### The clock network, run 1

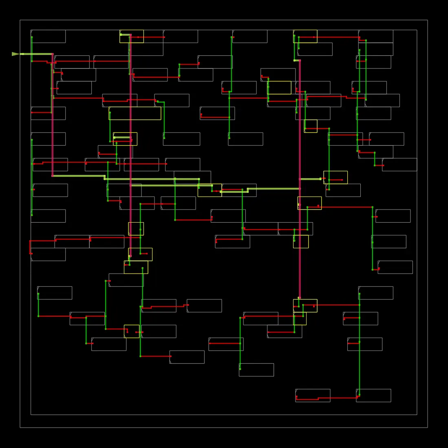
### Placed cells, one colour a class, run 1

(4 px per um) Fill, decap, tap and diode cells in grey.
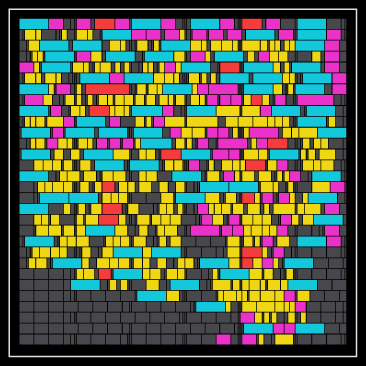
### Clock distribution, run 1

(6 px per um)
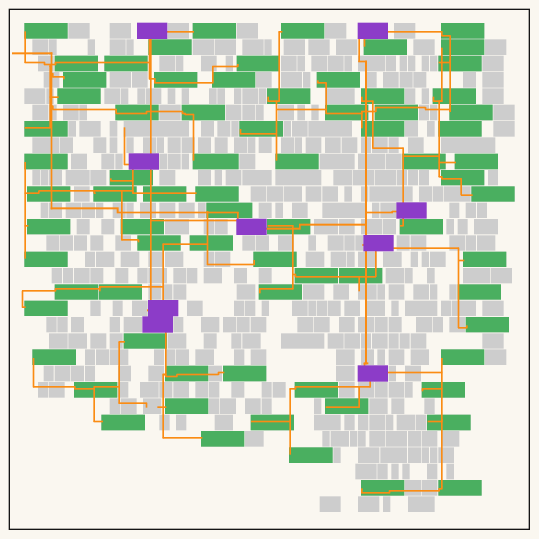
### M2 wires, run 1

(6 px per um)
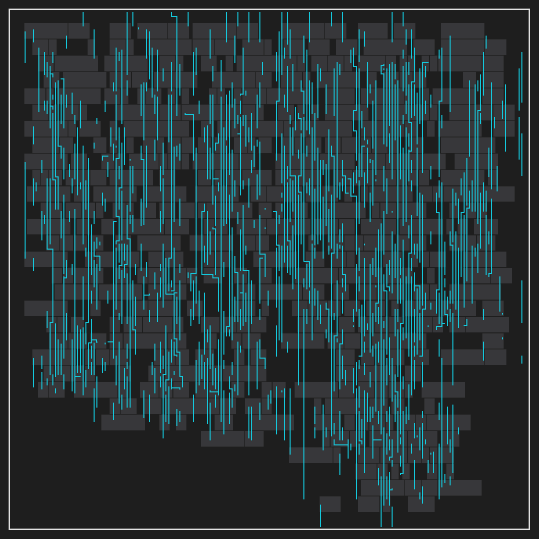
File: src/rtl/fpga_lut_cfg_loader.sv
// Serial configuration loader for the 4-LUT array: sync-word hunt, 16-bit word
// assembly with one-hot write strobes, and a trailing XOR checksum check.
module fpga_lut_cfg_loader #(
  parameter int unsigned NUM_LUTS  = 8,
  parameter logic [15:0] SYNC_WORD = 16'hA5C3
) (
  input  logic                clk_i,
  input  logic                reset_ni,
  input  logic                cfg_valid_i,
  input  logic                cfg_bit_i,
  output logic                cfg_ready_o,
  input  logic                cfg_restart_i,
  output logic [15:0]         lut_data_o,
  output logic [NUM_LUTS-1:0] lut_we_o,
  output logic                busy_o,
  output logic                cfg_done_o,
  output logic                cfg_error_o
);

  localparam int unsigned IdxW = (NUM_LUTS > 1) ? $clog2(NUM_LUTS) : 1;
  localparam logic [IdxW-1:0] LastIdx = IdxW'(NUM_LUTS - 1);

  typedef enum logic [2:0] {
    StIdle,
    StHunt,
    StLoad,
    StCheck,
    StDone,
    StError
  } state_e;

  state_e              state_q, state_d;
  logic                init_q;
  logic [15:0]         shift_q, shift_d;
  logic [4:0]          hunt_cnt_q, hunt_cnt_d;
  logic [3:0]          bit_cnt_q, bit_cnt_d;
  logic [IdxW-1:0]     idx_q, idx_d;
  logic [15:0]         acc_q, acc_d;
  logic [15:0]         data_q, data_d;
  logic [NUM_LUTS-1:0] we_q, we_d;
  logic                done_q, done_d;
  logic                err_q, err_d;
  logic                ready_q, ready_d;
  logic                busy_q, busy_d;

  logic                accept;
  logic [15:0]         shift_next;

  assign accept     = cfg_valid_i && ready_q;
  assign shift_next = {shift_q[14:0], cfg_bit_i};

  always_comb begin
    state_d    = state_q;
    shift_d    = shift_q;
    hunt_cnt_d = hunt_cnt_q;
    bit_cnt_d  = bit_cnt_q;
    idx_d      = idx_q;
    acc_d      = acc_q;
    data_d     = data_q;
    we_d       = '0;
    done_d     = done_q;
    err_d      = err_q;

    if (cfg_restart_i && (state_q != StIdle)) begin
      state_d    = StHunt;
      shift_d    = '0;
      hunt_cnt_d = '0;
      bit_cnt_d  = '0;
      idx_d      = '0;
      acc_d      = '0;
      done_d     = 1'b0;
      err_d      = 1'b0;
    end else begin
      unique case (state_q)
        StIdle: begin
          // Hold one cycle after reset release before hunting.
          if (init_q) begin
            state_d    = StHunt;
            shift_d    = '0;
            hunt_cnt_d = '0;
          end
        end
        StHunt: begin
          if (accept) begin
            shift_d = shift_next;
            if (hunt_cnt_q != 5'd16) hunt_cnt_d = hunt_cnt_q + 5'd1;
            // Compare only once the window holds 16 genuinely received bits.
            if ((hunt_cnt_q >= 5'd15) && (shift_next == SYNC_WORD)) begin
              state_d   = StLoad;
              bit_cnt_d = '0;
              idx_d     = '0;
              acc_d     = '0;
            end
          end
        end
        StLoad: begin
          if (accept) begin
            shift_d   = shift_next;
            bit_cnt_d = bit_cnt_q + 4'd1;
            if (bit_cnt_q == 4'd15) begin
              data_d      = shift_next;
              we_d[idx_q] = 1'b1;
              acc_d       = acc_q ^ shift_next;
              idx_d       = idx_q + IdxW'(1);
              if (idx_q == LastIdx) begin
                state_d = StCheck;
                idx_d   = '0;
              end
            end
          end
        end
        StCheck: begin
          if (accept) begin
            shift_d   = shift_next;
            bit_cnt_d = bit_cnt_q + 4'd1;
            if (bit_cnt_q == 4'd15) begin
              if (shift_next == acc_q) begin
                state_d = StDone;
                done_d  = 1'b1;
              end else begin
                state_d = StError;
                err_d   = 1'b1;
              end
            end
          end
        end
        StDone, StError: begin
        end
        default: state_d = StIdle;
      endcase
    end

    ready_d = (state_d == StHunt) || (state_d == StLoad) || (state_d == StCheck);
    busy_d  = (state_d == StLoad) || (state_d == StCheck);
  end

  always_ff @(posedge clk_i) begin
    if (!reset_ni) begin
      state_q    <= StIdle;
      init_q     <= 1'b0;
      shift_q    <= '0;
      hunt_cnt_q <= '0;
      bit_cnt_q  <= '0;
      idx_q      <= '0;
      acc_q      <= '0;
      data_q     <= '0;
      we_q       <= '0;
      done_q     <= 1'b0;
      err_q      <= 1'b0;
      ready_q    <= 1'b0;
      busy_q     <= 1'b0;
    end else begin
      state_q    <= state_d;
      init_q     <= 1'b1;
      shift_q    <= shift_d;
      hunt_cnt_q <= hunt_cnt_d;
      bit_cnt_q  <= bit_cnt_d;
      idx_q      <= idx_d;
      acc_q      <= acc_d;
      data_q     <= data_d;
      we_q       <= we_d;
      done_q     <= done_d;
      err_q      <= err_d;
      ready_q    <= ready_d;
      busy_q     <= busy_d;
    end
  end

  assign cfg_ready_o = ready_q;
  assign lut_data_o  = data_q;
  assign lut_we_o    = we_q;
  assign busy_o      = busy_q;
  assign cfg_done_o  = done_q;
  assign cfg_error_o = err_q;

endmodule

File: config.mk
export PLATFORM = sky130hd
export DESIGN_NAME = fpga_lut_cfg_loader
export DESIGN_NICKNAME = d
export VERILOG_FILES = /design/src/rtl/fpga_lut_cfg_loader.sv
export SDC_FILE = /design/constraint.sdc
export NUM_CORES = 1
export LEC_CHECK = 0
export ABC_CLOCK_PERIOD_IN_PS = 2200
export CAP_MARGIN = 20
export CORE_MARGIN = 2
export CORE_UTILIZATION = 51
export DETAILED_ROUTE_END_ITERATION = 8
export PLACE_DENSITY = 0.75
export SLEW_MARGIN = 25
export SYNTH_ARGS = -nofsm -noshare
export SYNTH_HDL_FRONTEND = slang
export SYNTH_SLANG_ARGS = --single-unit
File: constraint.sdc
create_clock -name clk_i -period 2.2 [get_ports clk_i]
set_input_delay 0.55 -clock clk_i [delete_from_list [all_inputs] [get_ports clk_i]]
set_output_delay 0.55 -clock clk_i [all_outputs]
set_load 0.01 [all_outputs]
==> results.txt, run 1 <==
Item: results of the latest flow run.

- The dominant register cell is dfxtp_1.
- The hold-critical path depth is 2.
- The launch point of the critical path was reported as shift_q[8].
- According to the timing report, the arrival time at the worst endpoint equals 2.42 ns.
- The post-synth net total is 419.
- The main power-consuming group is registers.
- For this design the ratio of total power to cell area is 599 nW/um^2.
- The post-placement setup slack is -0.347 ns.
- The cell-mix breakdown from Yosys lists the compound-gate area share as 22.0%.
- The number of max-cap violations is 0.
- Looking at the critical path, the highest net fanout was 6.
- The sequential power reported by the tool is 1.37 mW.
- The cell count after placement is 540.
- The worst hold slack across all endpoints is 0.455 ns.
- For reference, the mux area share after synthesis is 0.289%.
- The path class of the lowest-slack min-delay path is flip-flop to flip-flop.
- The number of buffers other than clock buffers in the final layout is 82.
- Per the cell usage report, the commonest logic cells after layout are 73 x dfxtp_1, 44 x buf_4, 41 x nand2_1, 36 x nor2_1, 31 x clkdlybuf4s50_1.
- The area taken by flip-flops and latches is 1500 um^2.
- The fraction of cell area in multi-input combinational cells is reported as 41.7%.
- From left edge to right edge, the die measures 86.4 um.
- The count of library flops with an enable pin is 0.
- The clock latency on the worst-skew pair is 0.35 ns.
- For reference, full adder, half adder and majority cells occupy 2.17% of the area reported after synthesis.
- Across every metal layer, demand over resource in global routing totals 23.2%.
- Traced cell by cell, the critical path runs through or4b_4, nor4_4, a21oi_4, buf_12, or4_4, a21oi_1.
- The dominant kind of cell is combinational gates.
- Among all cell types in the netlist, the one instantiated most often is dfxtp_1.
- The antenna diode instance count is 0.
- After detailed routing, the number of vias per cell comes to 5.73.
- The fraction of synthesized cell area taken by the top area cell type is 43.3%.
- The routed wire length is 8.43 mm.
- With fillers left out, the area of the finished cells amounts to 4480 um^2.
- The root buffer cell is clkbuf_8.
- The number of antenna violations at the first check in global routing was 0.
- The detail route stage leaves a number of antenna-violating nets equal to 0.
- The sum of internal, switching and leakage power is 2.68 mW.
- The flow ran to the end, and the final reports show no timing, DRC or antenna violations.
- The sequential group share of total power is 50.9%.
- The sum of met3 wire segment lengths after detailed routing is 320 um.
Notes on 'The clock network' above:
post-route clock skew: 0.00986 ns
power drawn by the clock network: 1.11 mW
total number of clock tree sinks: 75
number of buffers created by CTS: 9

Notes on 'Placed cells, one colour a class' above:
| colour | class | cells |
|---|---|---|
| red | clock drivers and dummy loads | 16 |
| magenta | other buffers and delay cells | 82 |
| cyan | flip-flops | 75 |
| yellow | all other logic | 307 |

Notes on 'Clock distribution' above:
[orange] clock wires | length: 906 um
[green] flip-flops | count: 75
[purple] cells driving clock nets | count: 9
routed clock nets: 10

Notes on 'M2 wires' above:
longest straight run: 54.1 um
main direction: vertical

==> run 2: changes to the inputs <==
Settings changed: ABC_CLOCK_PERIOD_IN_PS 2200 to 1900.
Clock period 2.2 ns to 1.9 ns, I/O delays scaled along.
### M2 wires, run 2

(6 px per um)
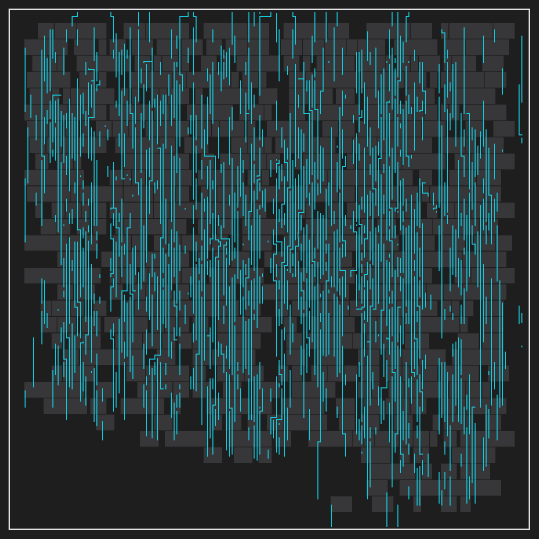
longest straight run: 35.4 um
wire length on this layer: 5250 um

==> run 2 against run 1 <==
  * The flow now finishes with violations (setup timing)
  * Sequential power increased by 15%
  * Register-to-register slack got worse by 0.25 ns
  * Combinational power increased by 49%
  * Flip-flop count unchanged
  * Highest routed layer unchanged
==> results.txt, run 2 <==
Item: results of the latest flow run.

- Outcome: complete, but fails checks (was complete, no violations).
- The final reports fail on setup timing.
- The number of buffers other than clock buffers in the final layout came to 105 (was 82).
- The finished layout cell area is 4940 um^2 (was 4480 um^2).
- The number of buffers inserted during clock tree synthesis came to 9 (unchanged).
- The path class of the lowest-slack min-delay path is flip-flop to flip-flop (unchanged).
- The cell count after placement is 558 (was 540).
- The number of antenna violations at the first check in global routing is 0 (unchanged).
- The count of antenna-violating nets left after detailed routing came to 0 (unchanged).
- The root buffer cell is clkbuf_8 (unchanged).
- The area taken by flip-flops and latches is 1510 um^2 (was 1500 um^2).
- The fraction of standard cell area in multi-input logic is 42.2% (was 41.7%).
- The worst hold slack across all endpoints is 0.463 ns (was 0.455 ns).
- The smallest setup slack after layout is -0.188 ns (was 0.0615 ns).
- The count of clock tree sinks was 75 (unchanged).
- The total power per unit cell area is 685 nW/um^2 (was 599 nW/um^2).
- The die extent in x was 86.4 um (unchanged).
- The final count of negative-setup-slack endpoints is 23 (was 0).
- The fraction of synthesized cell area taken by the top area cell type is 43.3% (unchanged).
- The ratio of routed vias to standard cells is 6.06 (was 5.73).
- The post-placement setup slack is -0.504 ns (was -0.347 ns).
- The fraction of the mapped netlist area in adder cells is 2.17% (unchanged).
- Top Layout Cells: 69 x dfxtp_1, 58 x buf_4, 39 x nand2_1, 34 x nor2_1, 31 x clkdlybuf4s50_1 (was 73 x dfxtp_1, 44 x buf_4, 41 x nand2_1, 36 x nor2_1, 31 x clkdlybuf4s50_1).
- The dominant kind of cell is combinational gates (unchanged).
- The hold-critical path depth came to 2 (unchanged).
- The sequential group share of total power is 46.8% (was 50.9%).
- The sum of internal, switching and leakage power is 3.38 mW (was 2.68 mW).
- The clock period minus final worst setup slack is 2.09 ns (was 2.14 ns).
- The global-route usage over all layers came to 27.4% (was 23.2%).
- The total sequential power was 1.58 mW (was 1.37 mW).
- The dominant register cell is dfxtp_1 (unchanged).
- The post-synth net total is 419 (unchanged).
- The multiplexer fraction of the synthesized cell area was 0.289% (unchanged).
- The leakage power is 1.87 nW (was 1.70 nW).
- The endpoint arrival time on the critical path is 2.40 ns (was 2.42 ns).
- The register fraction of the total cell area came to 30.5% (was 33.6%).
- The dominant cell by count in the synthesized netlist is dfxtp_1 (unchanged).
- The count of library flops with an enable pin is 0 (unchanged).
- The critical path capture point is idx_q[0] (was bit_cnt_q[2]).
- The maximum fanout count along the critical path is 4 (was 6).
- The routability congestion estimate is 0.885 (was 0.873).
- The clock skew is 0.00802 ns (was 0.00986 ns).
- CP cell instances: or4b_4, nor4_4, buf_4, a21oi_4, or4b_1, a21oi_1 (was or4b_4, nor4_4, a21oi_4, buf_12, or4_4, a21oi_1).
- The beginning of the critical path was shift_q[8] (unchanged).
- The clock network power consumption came to 1.49 mW (was 1.11 mW).
- The post-synthesis compound-gate area fraction is 22.0% (unchanged).
- The clock latency on the worst-skew pair is 0.38 ns (was 0.35 ns).
No activity file was given, so power comes from the tool's default toggle rates.
